==> src/rtl/mem_trace_monitor.sv <==
// Bus trace monitor: captures data-region accesses (address bit 11 set) into a
// first-word-fall-through FIFO until the halt address is seen, then drains.
module mem_trace_monitor #(
    parameter int unsigned DEPTH         = 8,
    parameter bit          CAPTURE_READS = 1'b1,
    parameter logic [31:0] HALT_ADDR     = 32'h0000_0FFC
) (
    input  logic        clk,
    input  logic        reset,
    input  logic [31:0] bus_address,
    input  logic [31:0] bus_wdata,
    input  logic [31:0] bus_rdata,
    input  logic        bus_we,
    output logic        trace_valid,
    input  logic        trace_ready,
    output logic [31:0] trace_addr,
    output logic [31:0] trace_data,
    output logic        trace_is_write,
    output logic [7:0]  drop_count,
    output logic        halted,
    output logic        done
);

    localparam int unsigned AW = (DEPTH > 1) ? $clog2(DEPTH) : 1;
    localparam int unsigned CW = AW + 1;
    localparam logic [CW-1:0] FULL_CNT = CW'(DEPTH);

    typedef enum logic [1:0] {
        ST_RUN   = 2'd0,
        ST_DRAIN = 2'd1,
        ST_DONE  = 2'd2
    } state_e;

    state_e        state_q;
    logic          halted_q;
    logic          done_q;

    logic [AW-1:0] wr_ptr_q, wr_ptr_d;
    logic [AW-1:0] rd_ptr_q, rd_ptr_d;
    logic [CW-1:0] count_q, count_d;
    logic [7:0]    drop_q, drop_d;

    logic [31:0]   addr_mem [DEPTH];
    logic [31:0]   data_mem [DEPTH];
    logic          wr_mem   [DEPTH];

    logic          hit_halt;
    logic          qualify;
    logic          fifo_empty;
    logic          fifo_full;
    logic          pop;
    logic          push;
    logic          drop;

    function automatic logic [7:0] sat_inc8(input logic [7:0] v);
        return (v == 8'hFF) ? v : v + 8'd1;
    endfunction

    // Event qualification and FIFO handshake
    assign hit_halt   = (bus_address == HALT_ADDR);
    assign qualify    = (state_q == ST_RUN) && bus_address[11] && !hit_halt &&
                        (bus_we || CAPTURE_READS);
    assign fifo_empty = (count_q == '0);
    assign fifo_full  = (count_q == FULL_CNT);
    assign pop        = !fifo_empty && trace_ready;
    // A pop in the same cycle frees the slot, so a full FIFO still accepts the push.
    assign push       = qualify && (!fifo_full || pop);
    assign drop       = qualify && fifo_full && !pop;

    always_comb begin
        wr_ptr_d = wr_ptr_q;
        rd_ptr_d = rd_ptr_q;
        count_d  = count_q;
        drop_d   = drop_q;
        if (push) begin
            wr_ptr_d = wr_ptr_q + AW'(1);
        end
        if (pop) begin
            rd_ptr_d = rd_ptr_q + AW'(1);
        end
        if (push && !pop) begin
            count_d = count_q + CW'(1);
        end else if (pop && !push) begin
            count_d = count_q - CW'(1);
        end
        if (drop) begin
            drop_d = sat_inc8(drop_q);
        end
    end

    always_ff @(posedge clk) begin
        if (reset) begin
            wr_ptr_q <= '0;
            rd_ptr_q <= '0;
            count_q  <= '0;
            drop_q   <= '0;
        end else begin
            wr_ptr_q <= wr_ptr_d;
            rd_ptr_q <= rd_ptr_d;
            count_q  <= count_d;
            drop_q   <= drop_d;
        end
    end

    // Entry storage carries data only; validity comes from the pointers and count.
    always_ff @(posedge clk) begin
        if (push) begin
            addr_mem[wr_ptr_q] <= bus_address;
            data_mem[wr_ptr_q] <= bus_we ? bus_wdata : bus_rdata;
            wr_mem[wr_ptr_q]   <= bus_we;
        end
    end

    always_ff @(posedge clk) begin
        if (reset) begin
            state_q  <= ST_RUN;
            halted_q <= 1'b0;
            done_q   <= 1'b0;
        end else begin
            unique case (state_q)
                ST_RUN: begin
                    if (hit_halt) begin
                        state_q  <= ST_DRAIN;
                        halted_q <= 1'b1;
                    end
                end
                ST_DRAIN: begin
                    // Nothing is pushed while draining, so count_d alone tells emptiness.
                    if (count_d == '0) begin
                        state_q <= ST_DONE;
                        done_q  <= 1'b1;
                    end
                end
                ST_DONE: begin
                    state_q <= ST_DONE;
                end
                default: begin
                    state_q  <= ST_RUN;
                    halted_q <= 1'b0;
                    done_q   <= 1'b0;
                end
            endcase
        end
    end

    assign trace_valid    = !fifo_empty;
    assign trace_addr     = fifo_empty ? 32'h0 : addr_mem[rd_ptr_q];
    assign trace_data     = fifo_empty ? 32'h0 : data_mem[rd_ptr_q];
    assign trace_is_write = fifo_empty ? 1'b0  : wr_mem[rd_ptr_q];
    assign drop_count     = drop_q;
    assign halted         = halted_q;
    assign done           = done_q;

endmodule

==> config.mk <==
export PLATFORM = sky130hd
export DESIGN_NAME = mem_trace_monitor
export DESIGN_NICKNAME = d
export VERILOG_FILES = /design/src/rtl/mem_trace_monitor.sv
export SDC_FILE = /design/constraint.sdc
export NUM_CORES = 1
export LEC_CHECK = 0
export CORE_MARGIN = 10
export CORE_UTILIZATION = 30
export CTS_BUF_LIST = sky130_fd_sc_hd__clkbuf_4
export CTS_CLUSTER_DIAMETER = 40
export DETAILED_ROUTE_END_ITERATION = 10
export PLACE_DENSITY_LB_ADDON = 0.08
export SKIP_LAST_GASP = 1
export SLEW_MARGIN = 20
export SYNTH_ARGS = -nofsm -noshare
export SYNTH_HDL_FRONTEND = slang
export SYNTH_SLANG_ARGS = --single-unit
==> constraint.sdc <==
create_clock -name clk -period 12.5 [get_ports clk]
set_input_delay 2.5 -clock clk [delete_from_list [all_inputs] [get_ports clk]]
set_output_delay 2.5 -clock clk [all_outputs]
set_load 0.03 [all_outputs]
Figure 1. Routing congestion (run 1).
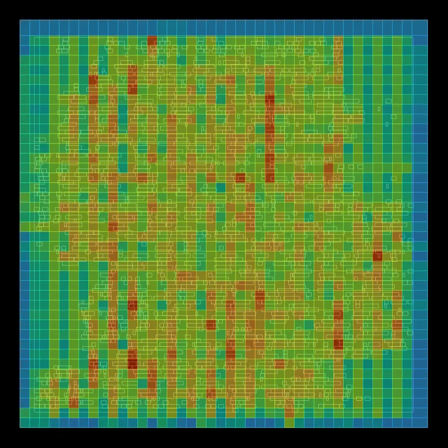
total global-route track usage: 12.9%
met2 Usage GRT: 21.1%
most used routing layer: met2
GRT met1 Usage: 16.0%
global-route track usage on met3: 3.78%

Figure 2. Sequential cells colored by netlist name (run 1).
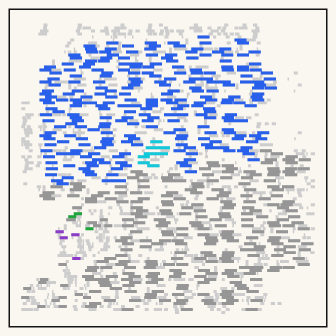
data_mem -> blue  # flops 256
wr_mem -> cyan  # flops 8, where center
count_q -> purple  # flops 4
rd_ptr_q -> green  # flops 3
not colored = 274
register fraction of the total cell area: 61.1%
sequential cell power: 2140 uW
sequential cell area: 16100 sq um
Core Util, Final: 37.5%

==> impl_results.html, run 1 <==
<h3>Run summary</h3>
<table>
<tr><th>Metric</th><th>Value</th></tr>
<tr><th colspan="2">Routing</th></tr>
<tr><td>Highest routing layer actually used</td><td>met5</td></tr>
<tr><td>Detailed Routing Iterations Pass 1</td><td>6</td></tr>
<tr><td>Routed WL</td><td>52500 um</td></tr>
<tr><td>Routed via count</td><td>10.8k</td></tr>
<tr><td>Met2 wire length</td><td>26000 um</td></tr>
<tr><td>Average wire per cell in the routed design</td><td>around 22 um</td></tr>
<tr><td>Routed via count divided by cell count</td><td>between 4 and 5</td></tr>
<tr><td>Number of nets with antenna violations after detailed routing</td><td>0</td></tr>
<tr><th colspan="2">Logic synthesis</th></tr>
<tr><td>Cell variety after synth</td><td>around 40</td></tr>
<tr><td>Gate Count Post-Synth</td><td>1017</td></tr>
<tr><td>Largest cells by area after synthesis</td><td>sky130_fd_sc_hd__edfxtp_1, sky130_fd_sc_hd__mux4_2, sky130_fd_sc_hd__mux2i_1, sky130_fd_sc_hd__dfxtp_1, sky130_fd_sc_hd__mux2_2</td></tr>
<tr><td>Most area-hungry cell type in the Yosys netlist</td><td>sky130_fd_sc_hd__edfxtp_1</td></tr>
<tr><td>Part of the Yosys area used for sequential elements</td><td>75.4%</td></tr>
<tr><td>Portion of netlist area occupied by mux cells</td><td>18.7%</td></tr>
<tr><td>Top-area cell type share of the netlist area</td><td>around 73%</td></tr>
<tr><td>Mapped Nets</td><td>1126</td></tr>
<tr><td>#FFs+latches synth</td><td>545</td></tr>
<tr><td>Number of cell instances after yosys synthesis</td><td>1017</td></tr>
<tr><td>Yosys synthesis warning count</td><td>0</td></tr>
<tr><td>Share of flip-flops with an asynchronous set or reset</td><td>0%</td></tr>
<tr><td>Adder share</td><td>0.527%</td></tr>
<tr><td>Post-synthesis compound-gate area fraction</td><td>0.433%</td></tr>
<tr><td>XOR/XNOR Area Share</td><td>0.573%</td></tr>
<tr><td>Synthesized area divided by synthesized cell count</td><td>21.0 sq um</td></tr>
<tr><td>Yosys-reported design area after synthesis</td><td>21400 sq um</td></tr>
<tr><th colspan="2">Layout</th></tr>
<tr><td>Registers with the most flip-flops</td><td>addr_mem x256, data_mem x256</td></tr>
<tr><td>Number of logic inverters in the finished layout</td><td>7</td></tr>
<tr><td>Buffers excl. clock</td><td>196</td></tr>
<tr><td>Number of multi-input logic gates</td><td>approximately 420</td></tr>
<tr><td>Share of final layout cell area taken by clock buffers and inverters</td><td>under 10%</td></tr>
<tr><td>ANT cells</td><td>8</td></tr>
<tr><td>Relative area change from synthesis to final layout</td><td>23.4%</td></tr>
<tr><td>Largest cell class by area</td><td>flip-flops and latches</td></tr>
<tr><td>Most frequent standard cell in the layout excluding fill and tap cells</td><td>sky130_fd_sc_hd__edfxtp_1</td></tr>
<tr><td>Post-layout nets</td><td>approximately 1.4k</td></tr>
<tr><td>Fill cell total of the finished layout</td><td>roughly 6.6k</td></tr>
<tr><td>Fraction of final layout cells sized beyond drive strength 1</td><td>31.2%</td></tr>
<tr><td>Comb area</td><td>around 5100 sq um</td></tr>
<tr><th colspan="2">Floorplan</th></tr>
<tr><td>Core area</td><td>slightly above 70000 sq um</td></tr>
<tr><td>Die Size</td><td>82400 sq um</td></tr>
<tr><td>Cell Rows</td><td>97</td></tr>
<tr><td>I/O pin count</td><td>between 150 and 200</td></tr>
<tr><td>Inserted tap cell count</td><td>940</td></tr>
<tr><th colspan="2">Final timing</th></tr>
<tr><td>Number of setup violations in the final report</td><td>0</td></tr>
<tr><td>Min cycle time layout</td><td>7.24 ns</td></tr>
<tr><td>Final Hold Fails</td><td>0</td></tr>
<tr><td>Period utilisation layout</td><td>slightly below 60%</td></tr>
<tr><td>Max Slew Vio Count</td><td>0</td></tr>
<tr><th colspan="2">Power</th></tr>
<tr><td>Power drawn by the combinational cells</td><td>1470 uW</td></tr>
<tr><td>Power in the clock group</td><td>roughly 1700 uW</td></tr>
<tr><td>Psw</td><td>1620 uW</td></tr>
<tr><td>Cell-internal power</td><td>3640 uW</td></tr>
<tr><td>Leakage Power</td><td>0.00826 uW</td></tr>
<tr><td>Total power</td><td>5260 uW</td></tr>
<tr><td>Largest power group</td><td>registers</td></tr>
<tr><td>Power per standard cell area</td><td>roughly 200 nW/um^2</td></tr>
<tr><td>Part of the total power dissipated in the clock network</td><td>31.4%</td></tr>
<tr><td>Part of the total power dissipated in combinational logic</td><td>around 28%</td></tr>
<tr><th colspan="2">Setup path</th></tr>
<tr><td>Launch point of the worst reg-to-reg path</td><td>state_q[0]</td></tr>
<tr><td>Max FO, Critical Path</td><td>roughly 57</td></tr>
<tr><td>Worst Path Class, Setup</td><td>flop to output pin</td></tr>
<tr><td>Slack of the worst reg-to-reg path</td><td>8.50 ns</td></tr>
<tr><td>Capturing instance or port of the critical path</td><td>trace_is_write</td></tr>
<tr><td>Buf+Inv Stages, Crit Path</td><td>3</td></tr>
<tr><td>Kind of start point of the critical path</td><td>flop</td></tr>
<tr><td>Kind of end point of the critical path</td><td>output pin</td></tr>
<tr><td>Kind of cell adding the most delay to the critical path</td><td>buffers and inverters</td></tr>
<tr><td>Largest stage delay on the critical path</td><td>about 1 ns</td></tr>
<tr><th colspan="2">Run status</th></tr>
<tr><td>Status</td><td>completed</td></tr>
<tr><th colspan="2">Flow run</th></tr>
<tr><td>Number of violations of the max-capacitance limit</td><td>0</td></tr>
<tr><th colspan="2">Placement</th></tr>
<tr><td>Worst slack, placed</td><td>roughly 5.7 ns</td></tr>
<tr><td>Number of instances in the placed design</td><td>2102</td></tr>
<tr><td>DP Area</td><td>24300 sq um</td></tr>
<tr><th colspan="2">GRT</th></tr>
<tr><td>Aggregate global routing overflow</td><td>0</td></tr>
<tr><td>Global-route wire length before repair</td><td>roughly 78000 um</td></tr>
<tr><td>Initial antenna violation count</td><td>5</td></tr>
<tr><th colspan="2">Clock tree</th></tr>
<tr><td>Clock Root Buffer</td><td>sky130_fd_sc_hd__clkbuf_4</td></tr>
<tr><td>Reg clk slew, reported paths</td><td>0.06 ns</td></tr>
<tr><td>Inserted Clock Buffers</td><td>153</td></tr>
<tr><td>Clock network latency to the later pin of the worst-skew pair</td><td>about 0.95 ns</td></tr>
<tr><td>Clock Path Buffers</td><td>3</td></tr>
<tr><td>Number of hold buffers added after CTS</td><td>0</td></tr>
<tr><th colspan="2">Worst hold path</th></tr>
<tr><td>Hold-critical path endpoint</td><td>done</td></tr>
</table>
Figure 3. Pin map (run 1).
Pins as bars across the die edge, other pins in gray.
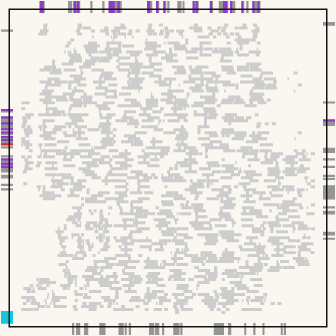
bus_we -> red  # pins 1, direction input, edge west
bus_rdata -> purple  # pins 32, direction input, edge 21 north, 10 west, 1 east
drop_count -> cyan  # pins 8, direction output, edge west
number of port buffers: 175
die height: 287 um
die width: 287 um

==> run 2: changes to the inputs <==
- clock period: 12.5 -> 6.6 ns (I/O delays scaled with it)
Figure 4. Met3 routing (run 2).
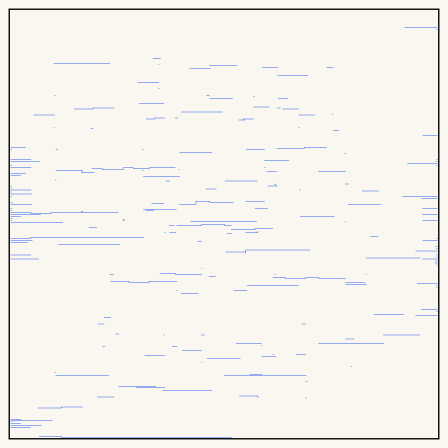
wire length on this layer = 2460 um
longest straight run = 114 um
main direction = horizontal

Figure 5. Pin map (run 2).
Pins as bars across the die edge, other pins in gray.
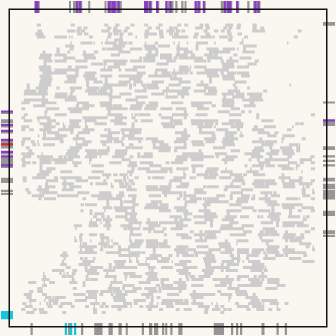
bus_we -> red  # pins 1, direction input, edge west
drop_count -> cyan  # pins 8, direction output, edge 5 west, 3 south
bus_rdata -> purple  # pins 32, direction input, edge 24 north, 7 west, 1 east

==> run 2 against run 1 <==
  * Non-clock buffer count is 6 higher
  * Cell area hardly changed
  * Area after synthesis stayed put
  * Hold slack better by 0.016 ns
  * Setup slack worse by 3.9 ns
  * Global-route usage is 0.31 points higher
  * Flip-flop count stayed put
  * Count of clock-buffer cells in the layout is 3 lower
  * Register-to-register slack worse by 5.3 ns
  * Sequential share of layout area hardly changed
  * Combinational power is about 90% higher
  * Wire length is 2.1% higher
  * Critical path type unchanged
  * Critical endpoint is now trace_addr[17]
  * Largest power group unchanged
  * Highest routed layer unchanged
==> impl_results.html, run 2 <==
<h3>Run summary</h3>
<table>
<tr><th>Metric</th><th>Value</th></tr>
<tr><th colspan="2">Layout</th></tr>
<tr><td>Register fraction of the total cell area</td><td>61.1% (about the same)</td></tr>
<tr><td>Sequential cell area</td><td>16100 sq um (unchanged)</td></tr>
<tr><td>Largest cell class by area</td><td>flip-flops and latches</td></tr>
<tr><td>Comb area</td><td>5110 sq um (+0.29%)</td></tr>
<tr><td>Highest-count cells in the layout ignoring fill and taps</td><td>sky130_fd_sc_hd__edfxtp_1, sky130_fd_sc_hd__clkbuf_4, sky130_fd_sc_hd__clkdlybuf4s50_1, sky130_fd_sc_hd__mux4_2, sky130_fd_sc_hd__nor2_1</td></tr>
<tr><td>Relative area change from synthesis to final layout</td><td>23.3% (about the same)</td></tr>
<tr><td>Flops</td><td>545</td></tr>
<tr><td>Number of logic inverters in the finished layout</td><td>7 (unchanged)</td></tr>
<tr><td>Clkbuf count</td><td>220</td></tr>
<tr><td>Share of final layout cell area taken by clock buffers and inverters</td><td>7.31% (-0.28 points)</td></tr>
<tr><td>Buffers excl. clock</td><td>202 (+3.1%)</td></tr>
<tr><td>Most frequent standard cell in the layout excluding fill and tap cells</td><td>sky130_fd_sc_hd__edfxtp_1</td></tr>
<tr><td>Core Util, Final</td><td>37.5% (about the same)</td></tr>
<tr><td>Number of multi-input logic gates</td><td>415 (unchanged)</td></tr>
<tr><td>Fill cell total of the finished layout</td><td>6619 (+0.52%)</td></tr>
<tr><td>Fraction of final layout cells sized beyond drive strength 1</td><td>31.4% (+0.16 points)</td></tr>
<tr><td>ANT cells</td><td>2 (-6)</td></tr>
<tr><td>Post-layout nets</td><td>1433 (+0.42%)</td></tr>
<tr><td>Number of cells in the finished layout apart from fillers</td><td>~2.4k</td></tr>
<tr><td>Registers with the most flip-flops</td><td>addr_mem x256, data_mem x256</td></tr>
<tr><td>Non-clock buffer area fraction after layout</td><td>7.59%</td></tr>
<tr><th colspan="2">Clock tree</th></tr>
<tr><td>Clock Sink Count</td><td>545</td></tr>
<tr><td>Inserted Clock Buffers</td><td>153 (unchanged)</td></tr>
<tr><td>Clock network latency to the later pin of the worst-skew pair</td><td>0.97 ns (+0.02 ns)</td></tr>
<tr><td>Clock Path Buffers</td><td>3 (unchanged)</td></tr>
<tr><td>Number of hold buffers added after CTS</td><td>0 (unchanged)</td></tr>
<tr><td>Clock tree from TritonCTS</td><td>yes</td></tr>
<tr><td>Depth of the CTS H-tree</td><td>4</td></tr>
<tr><td>Reg clk slew, reported paths</td><td>0.06 ns (about the same)</td></tr>
<tr><td>Clock Root Buffer</td><td>sky130_fd_sc_hd__clkbuf_4</td></tr>
<tr><th colspan="2">Power</th></tr>
<tr><td>Part of the total power dissipated in combinational logic</td><td>28.1% (+0.2 points)</td></tr>
<tr><td>Total power</td><td>9920 uW (+89%)</td></tr>
<tr><td>Sequential cell power</td><td>4080 uW (+91%)</td></tr>
<tr><td>Proportion of total power due to net switching</td><td>31.2%</td></tr>
<tr><td>Psw</td><td>3100 uW (+91%)</td></tr>
<tr><td>Leakage Power</td><td>0.00826 uW (about the same)</td></tr>
<tr><td>Part of the total power dissipated in the clock network</td><td>30.8% (-0.6 points)</td></tr>
<tr><td>Largest power group</td><td>registers</td></tr>
<tr><td>Cell-internal power</td><td>6820 uW (+87%)</td></tr>
<tr><td>Share of power burned in registers</td><td>just over 40%</td></tr>
<tr><td>Power drawn by the combinational cells</td><td>2790 uW (+90%)</td></tr>
<tr><td>Power per standard cell area</td><td>376 nW/um^2 (+89%)</td></tr>
<tr><td>Max IR drop VDD</td><td>approximately 220 uV</td></tr>
<tr><td>Power in the clock group</td><td>3050 uW (+85%)</td></tr>
<tr><th colspan="2">GRT</th></tr>
<tr><td>Number of global-route vias before repair</td><td>12.4k</td></tr>
<tr><td>Met2 Usage GRT</td><td>21.7% (+0.55 points)</td></tr>
<tr><td>GRT met1 Usage</td><td>16.2% (+0.28 points)</td></tr>
<tr><td>Aggregate global routing overflow</td><td>0 (unchanged)</td></tr>
<tr><td>Most used routing layer</td><td>met2</td></tr>
<tr><td>Global-route track usage on met3</td><td>3.57% (-0.21 points)</td></tr>
<tr><td>Initial antenna violation count</td><td>4 (-1)</td></tr>
<tr><td>Global-route wire length before repair</td><td>79900 um (+2.2%)</td></tr>
<tr><td>Total global-route track usage</td><td>13.2% (+0.31 points)</td></tr>
<tr><th colspan="2">Floorplan</th></tr>
<tr><td>Die Size</td><td>82400 sq um (unchanged)</td></tr>
<tr><td>I/O pin count</td><td>176 (unchanged)</td></tr>
<tr><td>Inserted tap cell count</td><td>940 (unchanged)</td></tr>
<tr><td>Die height</td><td>287 um (unchanged)</td></tr>
<tr><td>Core area</td><td>70400 sq um (unchanged)</td></tr>
<tr><td>Die width</td><td>287 um (unchanged)</td></tr>
<tr><td>Cell Rows</td><td>97 (unchanged)</td></tr>
<tr><td>Share of the core filled by cells before placement</td><td>a little under a third</td></tr>
<tr><th colspan="2">Placement</th></tr>
<tr><td>Worst slack, placed</td><td>1.37 ns (-4.34 ns)</td></tr>
<tr><td>Number of instances in the placed design</td><td>2109 (+0.33%)</td></tr>
<tr><td>Number of port buffers</td><td>175 (unchanged)</td></tr>
<tr><td>DPL Wire Length</td><td>between 30000 and 40000 um</td></tr>
<tr><td>DP Area</td><td>24400 sq um (+0.42%)</td></tr>
<tr><th colspan="2">Setup path</th></tr>
<tr><td>Capturing instance or port of the critical path</td><td>trace_addr[17]</td></tr>
<tr><td>Capture point of the worst reg-to-reg path</td><td>data_mem[7][5]</td></tr>
<tr><td>Largest stage delay on the critical path</td><td>0.88 ns (-0.12 ns)</td></tr>
<tr><td>Max FO, Critical Path</td><td>48 (-16%)</td></tr>
<tr><td>Kind of end point of the critical path</td><td>output pin</td></tr>
<tr><td>Launch point of the worst reg-to-reg path</td><td>state_q[0]</td></tr>
<tr><td>Data arrival time of the critical path</td><td>about 4 ns</td></tr>
<tr><td>Worst Path Class, Setup</td><td>flop to output pin</td></tr>
<tr><td>Slack of the worst reg-to-reg path</td><td>3.16 ns (-5.34 ns)</td></tr>
<tr><td>Kind of start point of the critical path</td><td>flop</td></tr>
<tr><td>Kind of cell adding the most delay to the critical path</td><td>buffers and inverters</td></tr>
<tr><td>Reg2reg path depth</td><td>9</td></tr>
<tr><td>Buf+Inv Stages, Crit Path</td><td>2 (-1)</td></tr>
<tr><td>Ordered list of cells on the worst path</td><td>buf_4, mux4_2, mux2i_1, nor2_1, clkdlybuf4s50_1</td></tr>
<tr><th colspan="2">Flow run</th></tr>
<tr><td>Number of logged tool warnings</td><td>31</td></tr>
<tr><td>Number of violations of the max-capacitance limit</td><td>0 (unchanged)</td></tr>
<tr><th colspan="2">Final timing</th></tr>
<tr><td>Maximum achievable frequency</td><td>192 MHz</td></tr>
<tr><td>Final worst clock skew</td><td>0.0596 ns</td></tr>
<tr><td>Slew @ Worst Pin</td><td>around 1 ns</td></tr>
<tr><td>Worst Hold Slack</td><td>0.492 ns</td></tr>
<tr><td>Final Hold Fails</td><td>0 (unchanged)</td></tr>
<tr><td>Max Slew Vio Count</td><td>0 (unchanged)</td></tr>
<tr><td>Number of setup violations in the final report</td><td>0 (unchanged)</td></tr>
<tr><td>Period utilisation layout</td><td>78.9%</td></tr>
<tr><td>Min cycle time layout</td><td>5.21 ns</td></tr>
<tr><td>Final critical-path setup slack</td><td>about 1.4 ns</td></tr>
<tr><td>Setup Total Neg Slack</td><td>0 ns</td></tr>
<tr><th colspan="2">Logic synthesis</th></tr>
<tr><td>Top logic cell family in the synthesized netlist</td><td>multiplexers</td></tr>
<tr><td>Post-synthesis compound-gate area fraction</td><td>0.433% (unchanged)</td></tr>
<tr><td>Post-synthesis simple-gate area fraction</td><td>3.28%</td></tr>
<tr><td>Cell variety after synth</td><td>40 (unchanged)</td></tr>
<tr><td>Gate Count Post-Synth</td><td>1017 (unchanged)</td></tr>
<tr><td>Top-area cell type share of the netlist area</td><td>73.0% (unchanged)</td></tr>
<tr><td>Number of cell instances after yosys synthesis</td><td>1017 (unchanged)</td></tr>
<tr><td>Most used standard cell by instance count after synthesis</td><td>sky130_fd_sc_hd__edfxtp_1</td></tr>
<tr><td>Most area-hungry cell type in the Yosys netlist</td><td>sky130_fd_sc_hd__edfxtp_1</td></tr>
<tr><td>Largest cells by area after synthesis</td><td>sky130_fd_sc_hd__edfxtp_1, sky130_fd_sc_hd__mux4_2, sky130_fd_sc_hd__mux2i_1, sky130_fd_sc_hd__dfxtp_1, sky130_fd_sc_hd__mux2_2</td></tr>
<tr><td>Mapped Nets</td><td>1126 (unchanged)</td></tr>
<tr><td>Portion of netlist area occupied by mux cells</td><td>18.7% (unchanged)</td></tr>
<tr><td>Yosys-reported design area after synthesis</td><td>21400 sq um (unchanged)</td></tr>
<tr><td>Yosys synthesis warning count</td><td>0 (unchanged)</td></tr>
<tr><td>Share of flip-flops with an asynchronous set or reset</td><td>0% (unchanged)</td></tr>
<tr><td>EDFF count, synth</td><td>between 500 and 600</td></tr>
<tr><td>XOR/XNOR Area Share</td><td>0.573% (unchanged)</td></tr>
<tr><td>#FFs+latches synth</td><td>545 (unchanged)</td></tr>
<tr><td>Synthesized area divided by synthesized cell count</td><td>21.0 sq um (unchanged)</td></tr>
<tr><td>Adder share</td><td>0.527% (unchanged)</td></tr>
<tr><td>Part of the Yosys area used for sequential elements</td><td>75.4% (unchanged)</td></tr>
<tr><th colspan="2">Worst hold path</th></tr>
<tr><td>Number of cells on the worst hold path</td><td>2</td></tr>
<tr><td>Hold path start</td><td>state_q[1]</td></tr>
<tr><td>Hold Crit Class</td><td>flop to flop</td></tr>
<tr><td>Hold-critical path endpoint</td><td>state_q[1]</td></tr>
<tr><th colspan="2">Routing</th></tr>
<tr><td>Average wire per cell in the routed design</td><td>22.6 um (+2.4%)</td></tr>
<tr><td>Length of routed met3 wiring</td><td>2460 um</td></tr>
<tr><td>Met2 wire length</td><td>26700 um (+2.7%)</td></tr>
<tr><td>Remaining routing DRC violations</td><td>0</td></tr>
<tr><td>Highest routing layer actually used</td><td>met5</td></tr>
<tr><td>Routed WL</td><td>53600 um (+2.1%)</td></tr>
<tr><td>Routed via count</td><td>11.0k (+1.1%)</td></tr>
<tr><td>Detailed Routing Iterations Pass 1</td><td>4 (-2)</td></tr>
<tr><td>Routed via count divided by cell count</td><td>4.63 (+1.3%)</td></tr>
<tr><td>Detailed Route Iter0 Violations</td><td>563</td></tr>
<tr><td>Number of nets with antenna violations after detailed routing</td><td>0 (unchanged)</td></tr>
<tr><th colspan="2">Run status</th></tr>
<tr><td>Status</td><td>completed</td></tr>
</table>
==> run 3: changes to the inputs <==
- clock period: 6.6 -> 4.7 ns (I/O delays scaled with it)
Figure 6. Sequential cells colored by netlist name (run 3).
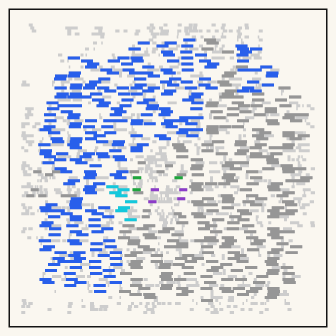
count_q -> purple  # flops 4, where center
data_mem -> blue  # flops 256
rd_ptr_q -> green  # flops 3
wr_mem -> cyan  # flops 8
not colored = 274
sequential cell power: 5660 uW
Core Util, Final: 38.1%
register fraction of the total cell area: 60.1%

Figure 7. Met3 routing (run 3).
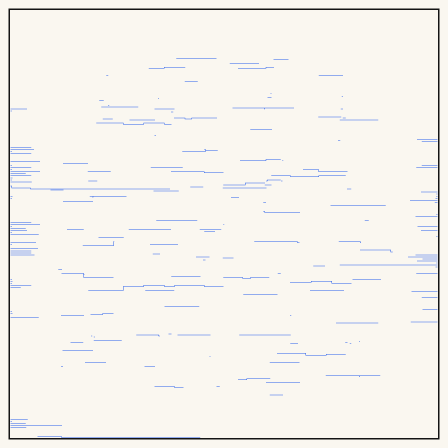
nets with wire on the layer = 107
share of all routed wire = 5.1%

==> run 3 against run 2 <==
  * Sequential share of layout area down 1.1 points
  * Die size stayed put
  * Global-route usage increased by 0.10 points
  * Critical endpoint is now trace_addr[18]
==> impl_results.html, run 3 <==
<h3>Run summary</h3>
<table>
<tr><th>Metric</th><th>Value</th></tr>
<tr><th colspan="2">Setup path</th></tr>
<tr><td>Data arrival time of the critical path</td><td>3.39 ns (-0.50 ns)</td></tr>
<tr><td>Reg2reg path depth</td><td>9 (unchanged)</td></tr>
<tr><td>Buf+Inv Stages, Crit Path</td><td>2 (unchanged)</td></tr>
<tr><td>Kind of cell adding the most delay to the critical path</td><td>buffers and inverters</td></tr>
<tr><td>Slack of the worst reg-to-reg path</td><td>1.48 ns (-1.68 ns)</td></tr>
<tr><td>Ordered list of cells on the worst path</td><td>buf_4, mux4_2, mux2i_1, nor2_1, clkdlybuf4s50_1</td></tr>
<tr><td>Capture point of the worst reg-to-reg path</td><td>addr_mem[3][7]</td></tr>
<tr><td>Kind of start point of the critical path</td><td>flop</td></tr>
<tr><th colspan="2">Clock tree</th></tr>
<tr><td>Number of hold buffers added after CTS</td><td>0 (unchanged)</td></tr>
<tr><td>Clock network latency to the later pin of the worst-skew pair</td><td>0.94 ns (-0.03 ns)</td></tr>
<tr><td>Clock Sink Count</td><td>545 (unchanged)</td></tr>
<tr><td>Clock Path Buffers</td><td>3 (unchanged)</td></tr>
<tr><th colspan="2">Flow run</th></tr>
<tr><td>Number of logged tool warnings</td><td>31 (unchanged)</td></tr>
<tr><th colspan="2">Final timing</th></tr>
<tr><td>Maximum achievable frequency</td><td>about 230 MHz</td></tr>
<tr><td>Number of setup violations in the final report</td><td>0 (unchanged)</td></tr>
<tr><td>Final critical-path setup slack</td><td>0.367 ns (-1.03 ns)</td></tr>
<tr><td>Final worst clock skew</td><td>0.0417 ns (-0.0179 ns)</td></tr>
<tr><td>Setup Total Neg Slack</td><td>0 ns (unchanged)</td></tr>
<tr><th colspan="2">Routing</th></tr>
<tr><td>Length of routed met3 wiring</td><td>2750 um (+12%)</td></tr>
<tr><td>Detailed Route Iter0 Violations</td><td>510 (-9.4%)</td></tr>
<tr><td>Routed via count</td><td>11.1k (+1.0%)</td></tr>
<tr><td>Routed WL</td><td>53700 um (+0.21%)</td></tr>
<tr><td>Met2 wire length</td><td>27400 um (+2.4%)</td></tr>
<tr><td>Detailed Routing Iterations Pass 1</td><td>4 (unchanged)</td></tr>
<tr><th colspan="2">Layout</th></tr>
<tr><td>Highest-count cells in the layout ignoring fill and taps</td><td>sky130_fd_sc_hd__edfxtp_1, sky130_fd_sc_hd__clkbuf_4, sky130_fd_sc_hd__clkdlybuf4s50_1, sky130_fd_sc_hd__mux4_2, sky130_fd_sc_hd__nor2_1</td></tr>
<tr><td>Number of cells in the finished layout apart from fillers</td><td>2422 (+2.2%)</td></tr>
<tr><td>Post-layout nets</td><td>1469 (+2.5%)</td></tr>
<tr><td>ANT cells</td><td>1 (-1)</td></tr>
<tr><td>Clkbuf count</td><td>236 (+7.3%)</td></tr>
<tr><td>Fill cell total of the finished layout</td><td>6543 (-1.1%)</td></tr>
<tr><td>Largest cell class by area</td><td>flip-flops and latches</td></tr>
<tr><td>Flops</td><td>545 (unchanged)</td></tr>
<tr><td>Registers with the most flip-flops</td><td>addr_mem x256, data_mem x256</td></tr>
<tr><td>Number of multi-input logic gates</td><td>415 (unchanged)</td></tr>
<tr><th colspan="2">GRT</th></tr>
<tr><td>Most used routing layer</td><td>met2</td></tr>
<tr><td>Global-route track usage on met3</td><td>4.21% (+0.64 points)</td></tr>
<tr><td>Met2 Usage GRT</td><td>22.2% (+0.56 points)</td></tr>
<tr><th colspan="2">Power</th></tr>
<tr><td>Max IR drop VDD</td><td>238 uV (+7.6%)</td></tr>
<tr><td>Largest power group</td><td>registers</td></tr>
<tr><td>Power in the clock group</td><td>4270 uW (+40%)</td></tr>
<tr><td>Power per standard cell area</td><td>520 nW/um^2 (+38%)</td></tr>
<tr><td>Share of power burned in registers</td><td>40.5% (-0.6 points)</td></tr>
<tr><th colspan="2">Logic synthesis</th></tr>
<tr><td>EDFF count, synth</td><td>520 (unchanged)</td></tr>
<tr><td>Post-synthesis compound-gate area fraction</td><td>0.433% (unchanged)</td></tr>
<tr><td>#FFs+latches synth</td><td>545 (unchanged)</td></tr>
<tr><td>Synthesized area divided by synthesized cell count</td><td>21.0 sq um (unchanged)</td></tr>
<tr><td>Portion of netlist area occupied by mux cells</td><td>18.7% (unchanged)</td></tr>
<tr><td>Yosys synthesis warning count</td><td>0 (unchanged)</td></tr>
<tr><td>Cell variety after synth</td><td>40 (unchanged)</td></tr>
<tr><td>Gate Count Post-Synth</td><td>1017 (unchanged)</td></tr>
<tr><td>Adder share</td><td>0.527% (unchanged)</td></tr>
<tr><td>Post-synthesis simple-gate area fraction</td><td>3.28% (unchanged)</td></tr>
<tr><td>Largest cells by area after synthesis</td><td>sky130_fd_sc_hd__edfxtp_1, sky130_fd_sc_hd__mux4_2, sky130_fd_sc_hd__mux2i_1, sky130_fd_sc_hd__dfxtp_1, sky130_fd_sc_hd__mux2_2</td></tr>
<tr><td>Top logic cell family in the synthesized netlist</td><td>multiplexers</td></tr>
<tr><td>Number of cell instances after yosys synthesis</td><td>1017 (unchanged)</td></tr>
<tr><td>XOR/XNOR Area Share</td><td>0.573% (unchanged)</td></tr>
<tr><th colspan="2">Floorplan</th></tr>
<tr><td>Die width</td><td>287 um (unchanged)</td></tr>
<tr><td>Cell Rows</td><td>97 (unchanged)</td></tr>
<tr><td>Die height</td><td>287 um (unchanged)</td></tr>
<tr><th colspan="2">Worst hold path</th></tr>
<tr><td>Hold path start</td><td>state_q[0]</td></tr>
<tr><td>Hold-critical path endpoint</td><td>state_q[0]</td></tr>
<tr><th colspan="2">Run status</th></tr>
<tr><td>Status</td><td>completed</td></tr>
<tr><th colspan="2">Placement</th></tr>
<tr><td>DPL Wire Length</td><td>31800 um (+1.9%)</td></tr>
<tr><td>Number of port buffers</td><td>175 (unchanged)</td></tr>
</table>
Power is estimated from default activity; no workload was simulated.
